run_1/placement_by_type.png
(4 px per µm)
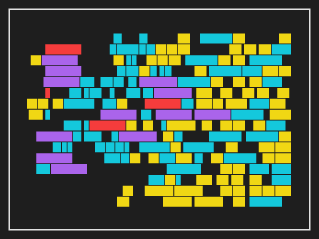
run_1/detail.png
Region (6, 29) to (31, 54) µm. Cells in gray, sequential cells in the stronger gray; small squares are vias.
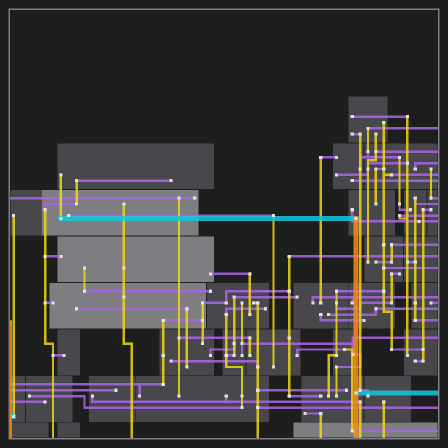
run_1/layer_met1.png
(6 px per µm)
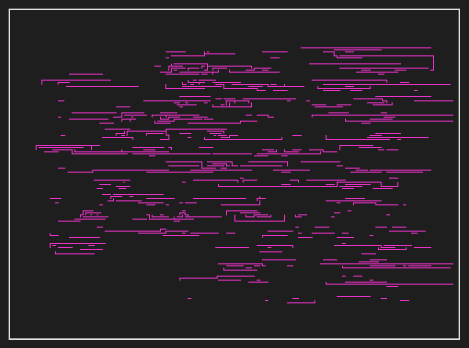
## config.mk

```make
export PLATFORM = sky130hd
export DESIGN_NAME = fifo_wr_arbiter
export DESIGN_NICKNAME = d
export VERILOG_FILES = /design/src/rtl/fifo_wr_arbiter.sv
export SDC_FILE = /design/constraint.sdc
export NUM_CORES = 1
export LEC_CHECK = 0
export CORE_ASPECT_RATIO = 0.7
export CORE_MARGIN = 4
export CORE_UTILIZATION = 30
export CTS_BUF_LIST = sky130_fd_sc_hd__clkbuf_16
export DETAILED_ROUTE_END_ITERATION = 10
export PLACE_DENSITY = 0.71
export SLEW_MARGIN = 10
export SYNTH_ARGS = -nofsm -noshare
export SYNTH_HDL_FRONTEND = slang
export SYNTH_SLANG_ARGS = --single-unit
```

## constraint.sdc

```tcl
create_clock -name wr_clk -period 2.1 [get_ports wr_clk]
set_input_delay 0.525 -clock wr_clk [delete_from_list [all_inputs] [get_ports wr_clk]]
set_output_delay 0.525 -clock wr_clk [all_outputs]
set_load 0.05 [all_outputs]
```

## src/rtl/fifo_wr_arbiter.sv

```systemverilog
// rtl/fifo_wr_arbiter.sv - round-robin, burst-bounded arbiter sharing one FIFO write port.
// Define FIFO_WR_ARB_PRIO0_EN to give requester 0 strict priority at each IDLE arbitration.
module fifo_wr_arbiter #(
   parameter int data_width = 8,
   parameter int NUM_REQ    = 4,
   parameter int MAX_BURST  = 4
) (
   input  logic                          wr_clk,
   input  logic                          reset,
   input  logic [NUM_REQ-1:0]            req,
   input  logic [NUM_REQ*data_width-1:0] req_data,
   input  logic                          fifo_full,
   output logic [NUM_REQ-1:0]            ack,
   output logic [NUM_REQ-1:0]            grant,
   output logic                          fifo_wr_en,
   output logic [data_width-1:0]         fifo_w_data,
   output logic                          busy
);

   localparam int IW = (NUM_REQ > 1) ? $clog2(NUM_REQ) : 1;
   localparam int CW = $clog2(MAX_BURST) + 1;
   localparam logic [CW-1:0] LAST_CNT = CW'(MAX_BURST - 1);

   typedef enum logic {IDLE, BURST} state_t;

   state_t             state, state_n;
   logic [NUM_REQ-1:0] grant_n;
   logic [IW-1:0]      gidx, gidx_n;
   logic [IW-1:0]      rr_ptr, rr_n;
   logic [CW-1:0]      count, count_n;
   logic [IW-1:0]      winner, scan_sel;
   logic               found;
   logic               accept;
   int                 scan_idx;

   // Only the owner's own req and fifo_full gate a write; data never feeds control.
   assign accept = (state == BURST) && req[gidx] && !fifo_full;

   always_ff @(posedge wr_clk or posedge reset) begin
      if (reset) begin
         state  <= IDLE;
         grant  <= '0;
         gidx   <= '0;
         count  <= '0;
         rr_ptr <= IW'(NUM_REQ - 1);
      end else begin
         state  <= state_n;
         grant  <= grant_n;
         gidx   <= gidx_n;
         count  <= count_n;
         rr_ptr <= rr_n;
      end
   end

   always_comb begin
      state_n  = state;
      grant_n  = grant;
      gidx_n   = gidx;
      count_n  = count;
      rr_n     = rr_ptr;
      winner   = rr_ptr;
      found    = 1'b0;
      scan_idx = 0;
      scan_sel = '0;
      // Scan upward from the slot after the last winner, wrapping at NUM_REQ.
      for (int k = 1; k <= NUM_REQ; k++) begin
         scan_idx = int'(rr_ptr) + k;
         if (scan_idx >= NUM_REQ) scan_idx = scan_idx - NUM_REQ;
         scan_sel = IW'(scan_idx);
         if (!found && req[scan_sel]) begin
            winner = scan_sel;
            found  = 1'b1;
         end
      end
`ifdef FIFO_WR_ARB_PRIO0_EN
      if (req[0]) winner = '0;
`else
`endif
      case (state)
         IDLE: begin
            if (|req) begin
               state_n = BURST;
               grant_n = {{(NUM_REQ-1){1'b0}}, 1'b1} << winner;
               gidx_n  = winner;
               rr_n    = winner;
               count_n = '0;
            end
         end
         BURST: begin
            if (!req[gidx] || (accept && count == LAST_CNT)) begin
               state_n = IDLE;
               grant_n = '0;
               count_n = '0;
            end else if (accept) begin
               count_n = count + 1'b1;
            end
         end
         default: begin
            state_n = IDLE;
            grant_n = '0;
         end
      endcase
   end

   always_comb begin
      ack         = '0;
      fifo_wr_en  = accept;
      busy        = (state == BURST);
      fifo_w_data = '0;
      if (accept) ack[gidx] = 1'b1;
      if (|grant) fifo_w_data = req_data[gidx*data_width +: data_width];
   end

endmodule

```

==> flow_metrics.tcl, run 1 <==
# place-and-route summary
set metrics [dict create \
    failed_checks "setup timing" \
    synth_flop_count 12 \
    yosys-top-cells-area "dfrtp_1 27%, mux4_2 12%, mux4_1 8.4%, nor2b_1 7.4%, dfstp_2 5.6%" \
    series_of_cell_instances_along_the_critical_path "buf_6 -> mux2i_4 -> o22a_1 -> nor2_4 -> and3_4 -> buf_12" \
    max_cap_violations 0 \
    hold_path.class "flip-flop to flip-flop" \
    whs_ns 0.497 \
    cts_tree "built" \
    wire_length_of_the_first_global_routing_pass_mm 5.16 \
    grt_start_max_net_pins 13 \
    synth_chip_area_um2 936 \
    cts_hold_repair.buffers 0 \
    final_layout_size_suffix_gt1_share_pct 43.2 \
    yosysTopAreaCell "dfrtp_1" \
    post_synth_top_area_share_pct 26.7 \
    route.detailed.wl_per_inst_um 17.0 \
    maxSlewViolCount 0 \
    cp_data_arrival_time_ns 1.65 \
    min_period_over_period_pct 104 \
    cts-htree-levels 1 \
    vias_after_detailed_routing 1014 \
    filler_cell_count 208 \
    pwr_density_cell_nw_per_um2 1810 \
    status "finished, violations left" \
    worstSetupPathDepth 6 \
    grt_pass1_vias 1065 \
    fin_ws_ns -0.0753 \
    core_area_um2 2880 \
    synth_warnings 0 \
    tool_warnings 29 \
    capturing_point_of_the_worst_reg2reg_path "count[2]" \
    regToRegSetupSlack_ns 0.16 \
    tightest_slew_ns 0.441 \
    gate_count_after_technology_mapping 86 \
    finalSetupViolations 3 \
    globalRoute.totalOverflow 0 \
    seq_area_um2 304 \
    slowest_cell_delay_on_critical_path_ns 0.39 \
    edf_count 0 \
    grt_util_all_layers_pct 17.1 \
    dpl.cell_count 192 \
    detailed_place_hpwl_mm 2.55 \
    synth_nets 127 \
    worst_ep_required_time_ns 1.57 \
    worstSetupEndpoint "ack[3]" \
    unrepaired_setup_endpoints_after_global_routing "true" \
    final.min_clock_period_ns 2.18 \
    chip_area_um2 4090 \
    die_y_um 54.7 \
    worstRegToRegCells 7 \
    via_per_inst 5.12 \
    dr.pass1.iters 4 \
    num_io_pins 57 \
    worstPathMaxFanout 5 \
    crit_start "gidx[0]" \
    yosys-stat-cells 86 \
    worst_setup_hold_path_clk_slew_ns 0.04 \
    netlist-cell-type-count 30 \
    crit_buf_inv 2 \
    layout.area.comb_um2 737 \
    p_leak_nw 0.870 \
    clockRootBuffer "clkbuf_16" \
    family_of_cells_with_the_greatest_summed_delay_on_the_critical_path "flip-flops" \
    drc 0 \
]
Notes on placement_by_type.png above:
Key: purple = sequential cells [cells 12, share of their area 16%]; cyan = combinational and other logic [cells 70, share of their area 40%]; red = clock drivers and dummy loads [cells 4, share of their area 4.2%]; yellow = remaining buffers and delay cells [cells 76, share of their area 39%]

Notes on detail.png above:
Key: purple = metal 1; orange = metal 4; yellow = metal 2; cyan = metal 3
Sequential cells in the window: 3. 27 logic cells have their middle in the window. Most frequent: buf_4 (5), dfrtp_1 (3). Netlist names of flops here include grant (3).

Notes on layer_met1.png above:
172 nets have wire on it. The layer carries 1380 µm of wire. The longest straight run is 23.5 µm. The wires run mostly horizontal.

## run 1: layer usage
layer	part of all wire, %	vias up	track usage (%)
met2	44	55	28.6
li1	-	485	-
met5	0	-	0
met3	13	11	6.24
met1	41	463	19.6
met4	2.3	0	8.28
## run 1: flip-flops by register name, summed over array words and instances (netlist names)
register	flops
busy	1
count	3
gidx	2
grant	4
rr_ptr	2
## run 1: logic make-up after synthesis
group,synth area share (%)
simple gates,19.7
compound gates,16.0
mux,24.7
flops,32.4
buf+inv,4.55
fa+ha+maj,2.67
## run 1: placed cells by master (no fill, tap or decap), drive strengths merged, types with 2 or more instances in the layout
cell type,netlist,final
mux2i,4,4
nor2b,11,11
mux4,8,8
a32o,2,2
buf,2,38
dfrtp,10,10
a21oi,5,5
dlygate4sd2,0,37
inv,5,6
o22ai,4,4
nor2,5,5
ha,2,2
dfstp,2,2
clkbuf,2,3
o21a,2,2
nand2,3,3
nor4,4,4
nand2b,3,3
o2bb2ai,2,2
## run 1: timing repair
item / CTS / global route
pin swaps: 2 / 1
resized: 70 / 0
setup buffers: 2 / 0
setup endpoints to repair: 13 / 12
## run 1: cell type report
type,instances,share of cell area (%)
clock buffer,3,3.91
sequential,12,15.9
clock inverter,1,0.196
timing repair buffer,76,38.3
multi-input combinational,65,38.4
inverter,5,0.978
tap,36,2.35
## run 1: metrics by stage
step	power (mW)	TNS [ns]	util, %	setup slack, ns	area, µm²
3_5_place_dp	2.70	-3.30	60.6	-0.231	1750
2_1_floorplan	1.97	-0.144	-	-0.107	1010
5_1_grt	3.65	-0.539	66.5	-0.127	1920
6_report	3.47	-0.0829	66.5	-0.0753	1920
4_1_cts	3.47	-0.123	66.5	-0.0727	1920
3_3_place_gp	2.66	-2.72	60.6	-0.226	1750
## run 1: how the worst min path moves through the flow
stage                         from        to  cells after the start
after CTS                 count[0]  count[0]                      1
final                     count[0]  count[0]                      1
after floorplan              reset  count[0]                      1
after detailed placement  count[0]  count[0]                      1
after global routing      count[0]  count[0]                      1
after global placement    count[0]  count[0]                      1
## run 1: power by group
group | internal, mW | total, mW | leakage [nW] | switching [mW]
Clock | 0.250 | 0.345 | 0.0423 | 0.0947
Combinational | 1.18 | 2.65 | 0.679 | 1.47
Sequential | 0.349 | 0.484 | 0.149 | 0.135
Total | 1.77 | 3.47 | 0.870 | 1.70
run_1/sizes.png
(4 px per µm)
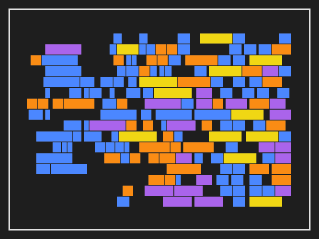

--- run 2 (diff from run 1) ---
CORE_MARGIN = 2   (was 4)
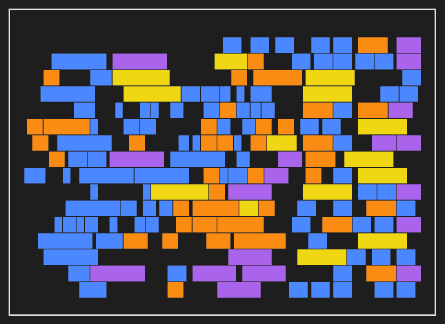
run_2/sizes.png
(6 px per µm)
Key: blue = _0 and _1 cells [cells 91, share 56%, most used dlygate4sd2_1]; orange = _3 and _4 cells [cells 39, share 24%, most used buf_4]; purple = _6 and larger [cells 18, share 11%, most used buf_6]; yellow = _2 cells [cells 14, share 8.6%, most used mux4_2]

==> run 2 against run 1 <==
The run still ends with setup timing left. Count of clock-buffer cells in the layout unchanged. Synthesized cell count did not move. Final cell count is the same. Maximum frequency rose by 0.70%. Clock power is essentially flat. Area after synthesis stayed put. Global-route usage is 1.6 points higher. First-iteration DRC count is 73% higher. Critical path depth did not move. Via count increased by 0.59%. Die size decreased by 12%. Critical endpoint unchanged. Largest power group unchanged. Highest routed layer unchanged.
==> flow_metrics.tcl, run 2 <==
# place-and-route summary
set metrics [dict create \
    status "finished, violations left" \
    failed_checks "setup timing" \
    worstPathMaxFanout 5 \
    num_io_pins 57 \
    grt_pass1_vias 1023 \
    cts_hold_repair.buffers 0 \
    route.detailed.wl_per_inst_um 15.8 \
    regToRegSetupSlack_ns 0.21 \
    maxSlewViolCount 0 \
    largest_register_ff_count 4 \
    chip_area_um2 3590 \
    yosys-top-cells-area "dfrtp_1 27%, mux4_2 12%, mux4_1 8.4%, nor2b_1 7.4%, dfstp_2 5.6%" \
    min_period_over_period_pct 103 \
    finalSetupViolations 6 \
    grt_start_max_net_pins 13 \
    p_sw_share_pct 49.5 \
    cp_data_arrival_time_ns 1.64 \
    via_per_inst 5.15 \
    wire_length_of_the_first_global_routing_pass_mm 5.18 \
    mostFrequentLayoutCell "dlygate4sd2_1" \
    slowest_cell_delay_on_critical_path_ns 0.39 \
    synth_flop_count 12 \
    worstRegToRegCells 7 \
    max_cap_violations 0 \
    grt_util_all_layers_pct 18.7 \
    hold_path.class "flip-flop to flip-flop" \
    family_of_cells_with_the_greatest_summed_delay_on_the_critical_path "flip-flops" \
    whs_ns 0.474 \
    comb_power_share_pct 75.5 \
    die_y_um 50.7 \
    cts_tree "built" \
    power_frac_seq_pct 14.3 \
    detailed_place.area_um2 1760 \
    gate_count_after_technology_mapping 86 \
    capturing_point_of_the_worst_reg2reg_path "count[1]" \
    cts-htree-levels 1 \
    dr.pass1.iters 4 \
    synth_warnings 0 \
    fin_ws_ns -0.0601 \
    worst_ep_required_time_ns 1.57 \
    edf_count 0 \
    globalRoute.totalOverflow 0 \
    finalPower_mw 3.40 \
    pwr_density_cell_nw_per_um2 1790 \
    final_cell_mix "37 x dlygate4sd2_1, 23 x buf_4, 10 x buf_6, 9 x dfrtp_1" \
    setup_tns_final_ns -0.253 \
    clockRootBuffer "clkbuf_16" \
    netlist-cell-type-count 30 \
]
[run 2: netlist changes by cell type in the layout (fill, tap and decap cells not counted)]
cell / previous run / this run
nand2b_2: 0 / 1
nand2b_1: 3 / 2
buf_8: 2 / 0
mux2i_4: 2 / 1
buf_4: 21 / 23
mux2i_2: 0 / 1
[run 2: worst min-delay path by stage]
stage               cells after the start  slack, ns     start       end
floorplan                               1       0.39     reset  count[0]
global route                            1       0.52  count[0]  count[0]
CTS                                     1       0.48  count[0]  count[0]
finish                                  1       0.47  count[0]  count[0]
global placement                        1       0.47  count[0]  count[0]
detailed placement                      1       0.48  count[0]  count[0]
[run 2: cell type report]
cell class	count	area (µm²)
clock buffers	3	75.1
inverters	5	18.8
multi-input cells	65	731
well taps	36	45.0
repair buffers	76	719
flip-flops and latches	12	304
clock inverters	1	3.75
fillers	232	986
[run 2: power by group through the flow]
stage	registers [mW]	logic (mW)	clock network, mW
floorplan	0.599	1.38	0
detailed placement	0.476	2.21	0
finish	0.485	2.57	0.348
global placement	0.469	2.18	0
global route	0.503	2.70	0.374
CTS	0.481	2.56	0.358
[run 2: what timing repair did]
| action | CTS | global route |
|---|---|---|
| resized | 65 | 1 |
| setup endpoints to repair | 13 | 12 |
| setup buffers | 1 | 0 |
| pin swaps | 4 | 3 |
| endpoints found under the hold margin | 0 | 0 |
| gates cloned | 0 | 0 |
[run 2: routing by layer]
metal / global-route usage (%) / vias to the layer above / share of wire [%]
met3: 3.82 / 5 / 7.8
met5: 0 / - / 0
met2: 30.7 / 48 / 45
li1: - / 488 / -
met1: 25.0 / 479 / 46
met4: 5.66 / 0 / 1.2
[run 2: worst register-to-register path, cell delays in order (launching register included)]
cell and delay, ns:
dfrtp_1 0.39, buf_6 0.15, mux2i_4 0.18, o22a_1 0.23
buf_4 0.15, buf_4 0.13, or4_4 0.43, o22ai_1 0.14
[run 2: logic make-up (layout without fill, tap and decap cells)]
kind of cell / after synthesis / count (layout) / share of synthesized area (%)
AOI/OAI and AO/OA: 20 / 20 / 16.0
adders and majority gates: 2 / 2 / 2.67
and+or+nand+nor: 31 / 31 / 19.7
muxes: 12 / 12 / 24.7
DFF: 12 / 12 / 32.4
buffers and inverters: 9 / 85 / 4.55
--- run 3 (diff from run 2) ---
CTS_CLUSTER_DIAMETER = 50   (was not set)
SLEW_MARGIN = not set   (was 10)
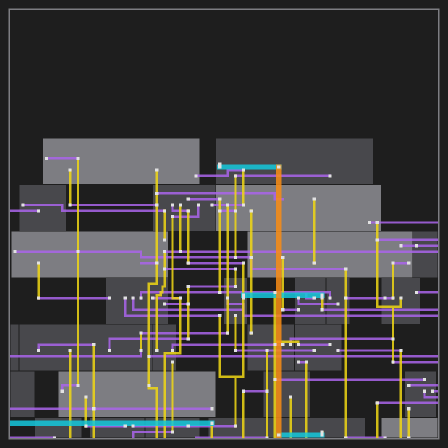
run_3/detail.png
Region (5, 26) to (30, 51) µm. Cells in gray, sequential cells in the stronger gray; small squares are vias.
Key: orange = metal 4; cyan = metal 3; purple = metal 1; yellow = metal 2
20 logic cells have their middle in the window. Most frequent: dfrtp_1 (3), buf_4 (3). Netlist names of flops here include grant (3), rr_ptr (2). Sequential cells in the window: 5.

==> run 3 against run 2 <==
The flow still finishes with violations (setup timing). Sequential power about the same. Synthesized cell count unchanged. Final area did not move. Critical path depth unchanged. Die size stayed put. Register-to-register slack about the same. Critical path type unchanged. Largest power group unchanged.
==> flow_metrics.tcl, run 3 <==
# place-and-route summary
set metrics [dict create \
    grt_pass1_vias 1023 \
    final_layout_size_suffix_gt1_share_pct 43.8 \
    synth_nets 127 \
    wire_length_of_the_first_global_routing_pass_mm 5.18 \
    clockPowerShare_pct 10.2 \
    route.detailed.wl_per_inst_um 15.8 \
    cp_data_arrival_time_ns 1.64 \
    internal_cell_power_mw 1.72 \
    core_area_um2 2880 \
    pwr_density_cell_nw_per_um2 1790 \
    worst_ep_required_time_ns 1.57 \
    finalSetupViolations 6 \
    yosysTopAreaCell "dfrtp_1" \
    tool_warnings 29 \
    mostFrequentLayoutCell "dlygate4sd2_1" \
    registers.top_by_ff_count "grant" \
    largest_register_ff_count 4 \
    vias_after_detailed_routing 1020 \
    comb_power_share_pct 75.5 \
    fin_ws_ns -0.0601 \
    cts-htree-levels 1 \
    clock_tree.buffer_depth 2 \
    drc 0 \
    synth_warnings 0 \
    power_frac_seq_pct 14.3 \
    die_y_um 50.7 \
    place_ws_ns -0.235 \
    p_sw_share_pct 49.5 \
    edf_count 0 \
    power.ir.vdd_worst_v 0.000990 \
    max_cap_violations 0 \
    hold_path.class "flip-flop to flip-flop" \
    synth.avg_cell_area_um2 10.9 \
    switchingPower_mw 1.68 \
    tightest_slew_ns 0.594 \
    filler_cell_count 232 \
    dr.pass1.iters 4 \
    ff_type "dfrtp_1" \
    p_leak_nw 0.865 \
    netlist-cell-type-count 30 \
    worst_setup_hold_path_clk_slew_ns 0.04 \
    worstPathMaxFanout 5 \
    dpl.cell_count 193 \
    final_cell_mix "37 x dlygate4sd2_1, 23 x buf_4, 10 x buf_6, 9 x dfrtp_1" \
    endpoint_kind "primary output" \
    syn_area_um2 936 \
    grt_util_all_layers_pct 18.7 \
    finalPower_mw 3.40 \
    yosys-stat-cells 86 \
    reg_top3 "grant x4, count x3" \
    num_io_pins 57 \
    layout.area.comb_um2 731 \
    maxSlewViolCount 0 \
    final.min_clock_period_ns 2.16 \
    globalRoute.totalOverflow 0 \
    yosys-top-cells-area "dfrtp_1 27%, mux4_2 12%, mux4_1 8.4%, nor2b_1 7.4%, dfstp_2 5.6%" \
    detailed_place_hpwl_mm 2.36 \
    synth_chip_area_um2 936 \
    placement.io_buffers 56 \
    grt_start_max_net_pins 13 \
    chip_area_um2 3590 \
    synthArstFlopShare_pct 100 \
    cts_tree "built" \
    seq_area_um2 304 \
    gate_count_after_technology_mapping 86 \
    failed_checks "setup timing" \
    unrepaired_setup_endpoints_after_global_routing "true" \
    via_per_inst 5.15 \
    status "finished, violations left" \
    synth_flop_count 12 \
]
## run 3: cell counts in the layout (fill, tap and decap cells not counted)
Identical to the previous run, type by type.
## run 3: timing repair
item                                    CTS  global route
endpoints found under the hold margin     0             0
setup buffers                             1             0
resized                                  65             1
pin swaps                                 4             3
endpoints found under the setup margin   13            12
## run 3: worst max-delay path, stage by stage (launching register included)
cell and delay [ns]:
dfrtp_1 0.39, buf_6 0.15, mux2i_4 0.18, o22a_1 0.23, nor2_4 0.10, and3_4 0.20, buf_12 0.13
## run 3: path summary, 6_finish.rpt
check / start / end / slack, ns / cells after the start
max: gidx[0] / ack[3] / -0.06 / 6
min: count[0] / count[0] / 0.47 / 1
max reg2reg: gidx[0] / count[1] / 0.21 / 7
min reg2reg: count[0] / count[0] / 0.47 / 1
max in group asynchronous: reset / rr_ptr[1] / 1.18 / 2
min in group asynchronous: reset / grant[1] / 0.59 / 2
## run 3: metal layers
metal,vias up,track usage (%),share of wire (%)
met3,5,3.82,7.8
met2,48,30.7,45
li1,488,-,-
met1,479,25.0,46
met4,0,5.66,1.2
met5,-,0,0
## run 3: area by class of cell
cell class	instances	share of cell area, %
clock buffers	3	3.96
clock inverters	1	0.198
inverters	5	0.989
multi-input cells	65	38.5
flip-flops and latches	12	16.0
well taps	36	2.37
repair buffers	76	37.9
## run 3: metrics by stage
step,cell area (µm²),setup TNS (ns),hold slack [ns],utilization (%)
6_report,1900,-0.253,0.474,65.8
5_1_grt,1900,-0.733,0.521,65.8
4_1_cts,1890,-0.280,0.482,65.7
3_5_place_dp,1760,-3.36,0.477,60.9
3_3_place_gp,1760,-2.92,0.469,60.9
2_1_floorplan,1010,-0.144,0.388,-
## run 3: kinds of logic after synthesis
logic type	after synthesis	synth area share [%]
adders and majority gates	2	2.67
DFF	12	32.4
muxes	12	24.7
buffers and inverters	9	4.55
and+or+nand+nor	31	19.7
AOI/OAI and AO/OA	20	16.0
## run 3: power groups by stage
stage | sequential (mW) | combinational (mW) | clock [mW]
floorplan | 0.599 | 1.38 | 0
global placement | 0.469 | 2.18 | 0
detailed placement | 0.476 | 2.21 | 0
CTS | 0.481 | 2.56 | 0.358
global route | 0.503 | 2.70 | 0.374
finish | 0.485 | 2.57 | 0.348

==> notes/layouts.md <==
Pictures saved along the way, in no particular order.

Routing congestion.
image #1
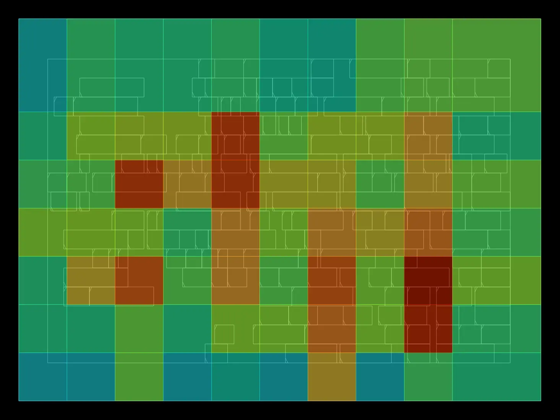
image #2
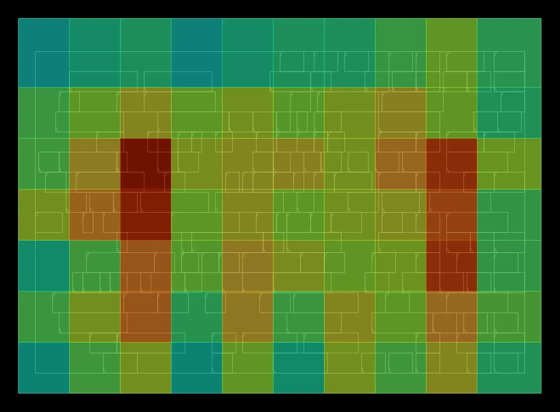
- run 2 = image #2
- run 1 = image #1

No activity file was given, so power comes from the tool's default toggle rates.
